cell_classes.png
The bar under the picture is 50 µm long.
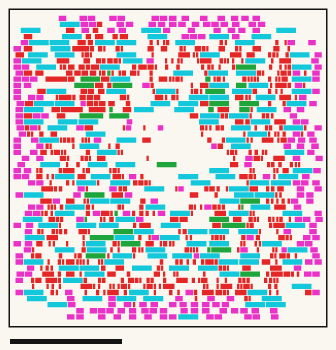
drive_strength.png
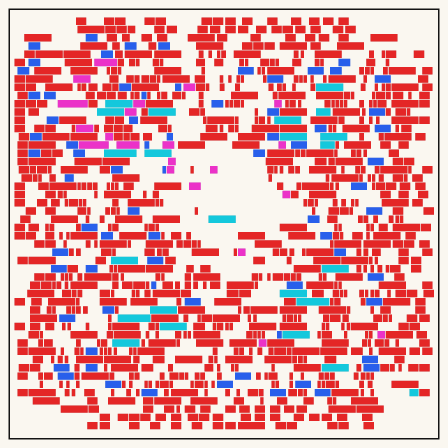
==> config.mk <==
export PLATFORM = sky130hd
export DESIGN_NAME = rf_access_ctrl
export DESIGN_NICKNAME = d
export VERILOG_FILES = /design/src/rtl/rf_access_pkg.sv /design/src/rtl/rf_wb_fifo.sv /design/src/rtl/rf_access_ctrl.sv
export SDC_FILE = /design/constraint.sdc
export NUM_CORES = 1
export LEC_CHECK = 0
export CAP_MARGIN = 20
export CORE_UTILIZATION = 40
export DETAILED_ROUTE_END_ITERATION = 16
export PLACE_DENSITY_LB_ADDON = 0.12
export SLEW_MARGIN = 20
export SYNTH_ARGS = -nofsm -noshare
export SYNTH_HDL_FRONTEND = slang
export SYNTH_SLANG_ARGS = --single-unit
export TNS_END_PERCENT = 5
==> constraint.sdc <==
create_clock -name CLK -period 11.7 [get_ports CLK]
set_clock_uncertainty 0.15 [all_clocks]
set_input_delay 1.17 -clock CLK [delete_from_list [all_inputs] [get_ports CLK]]
set_output_delay 1.17 -clock CLK [all_outputs]
set_load 0.005 [all_outputs]
==> run_results.csv <==
group,metric,value,unit
synthesis,postSynth.asyncResetShare,100,%
run,warnings,26,
finish,comb_share,33.8,%
timing,slew-limit-headroom,28.6,%
global_route,overflow,0,
place,dpl-instance-area,10200,µm²
floorplan,rows,50,
worst_setup_path,critical_path_cell_count,4,
finish,n_all_inverters,9,
clocking,numCtsBuffers,17,
drt,drt.antenna.violating_nets,0,
clocking,cts_htree_levels,4,
worst_setup_path,crit_arrival,2.67,ns
global_route,antenna_found_initial,1,
worst_setup_path,crit_buf_inv,3,
synthesis,ys_sh_simple,15.0,%
drt,wl,25.9,mm
finish,fillerInstances,1694,
global_route,use_met2,42.4,%
finish,drive_gt1_share,11.4,%
finish,final_util,57.1,%
global_route,gr-usage-all-layers,26.8,%
drt,top_layer_used,"met5",
worst_setup_path,cp_max_fo,61,
floorplan,io_pins,231,
worst_setup_path,cp_slowest_stage_delay,0.78,ns
synthesis,ys_warn_count,0,
drt,firstDrtPassIters,5,
place,dpl.cell_count,1248,
status,status,"finished, final reports clean",
synthesis,synth_nets,930,
clocking,clock-sinks,152,
timing,fmax,250,MHz
synthesis,top_cells_by_area,"dfrtp_1 (49%), nand2_1 (7.8%), a221oi_2 (5.8%), mux2_2 (4.8%), o21ai_0 (4.8%)",
clocking,worstSkewPairLatency,0.42,ns
timing,finalHoldViolations,0,
finish,layout_top_cells,"clkdlybuf4s50_1 (230), nand2_1 (160), dfrtp_1 (152)",
pwr,pg_clk,558,µW
pwr,power,2180,µW
timing,fin_hold_ws,0.328,ns
synthesis,ys_sh_mux,6.84,%
finish,nonClkBufAreaFrac,22.0,%
floorplan,dieHeight,141,µm
finish,clock_buffers,21,
drt,dr_wl_met2,12.2,mm
pwr,p_switching,745,µW
floorplan,fp-utilization,41.1,%
global_route,grt_pass1_wl,40.4,mm
clocking,cts_setup_buffers,0,
clocking,cts_resized,0,
synthesis,yosysTopAreaCellShare,49.2,%
timing,finalSetupTns,0,ns
pwr,combinationalPower,838,µW
worst_setup_path,cp-start-kind,"register",
floorplan,chipArea,19900,µm²
synthesis,ys_area,7730,µm²
place,port_buffers,230,
worst_setup_path,end_kind,"primary output",
synthesis,synth-main-ff-cell,"dfrtp_1",
pwr,p_int,1430,µW
timing,finalCriticalPeriod,3.99,ns
drt,drt-met1-wl,11.0,mm
timing,finalClockPeriodUsage,34.1,%
worst_hold_path,worst_hold_path_type,"reg2reg",
worst_setup_path,slowest_stage,"nor2_4",
timing,rsz0062_at_grt,"false",
drt,drt-initial-drc-count,525,
timing,maxSlewViolCount,0,
global_route,grt.busiest_layer,"met2",
synthesis,ys_sh_aoi,21.8,%
clocking,root_buffer,"clkbuf_16",
pwr,peakVddDrop,0.167,mV
finish,seq_area,3800,µm²
## Picture notes: cell_classes.png
| colour | class | cells |
|---|---|---|
| green | clock drivers and dummy loads | 30 |
| magenta | other buffers and delay cells | 238 |
| cyan | flip-flops | 152 |
| red | all other logic | 598 |
core area: 18,800 µm²
Finished Cell Area: 10,800 µm²
Seq/total area: 35.4%

## Picture notes: drive_strength.png
| colour | size | cells | share | most used |
|---|---|---|---|---|
| magenta | drive 3 to 4 | 21 | 2.1% | buf_4 |
| red | drive 1 or less | 902 | 89% | clkdlybuf4s50_1 |
| cyan | drive 6 and up | 23 | 2.3% | clkbuf_16 |
| blue | drive 2 | 72 | 7.1% | mux2_2 |
Final WS setup: 7.71 ns
nonclk buf count: 238

Power figures rest on the tool's default switching activity, not on a simulated workload.
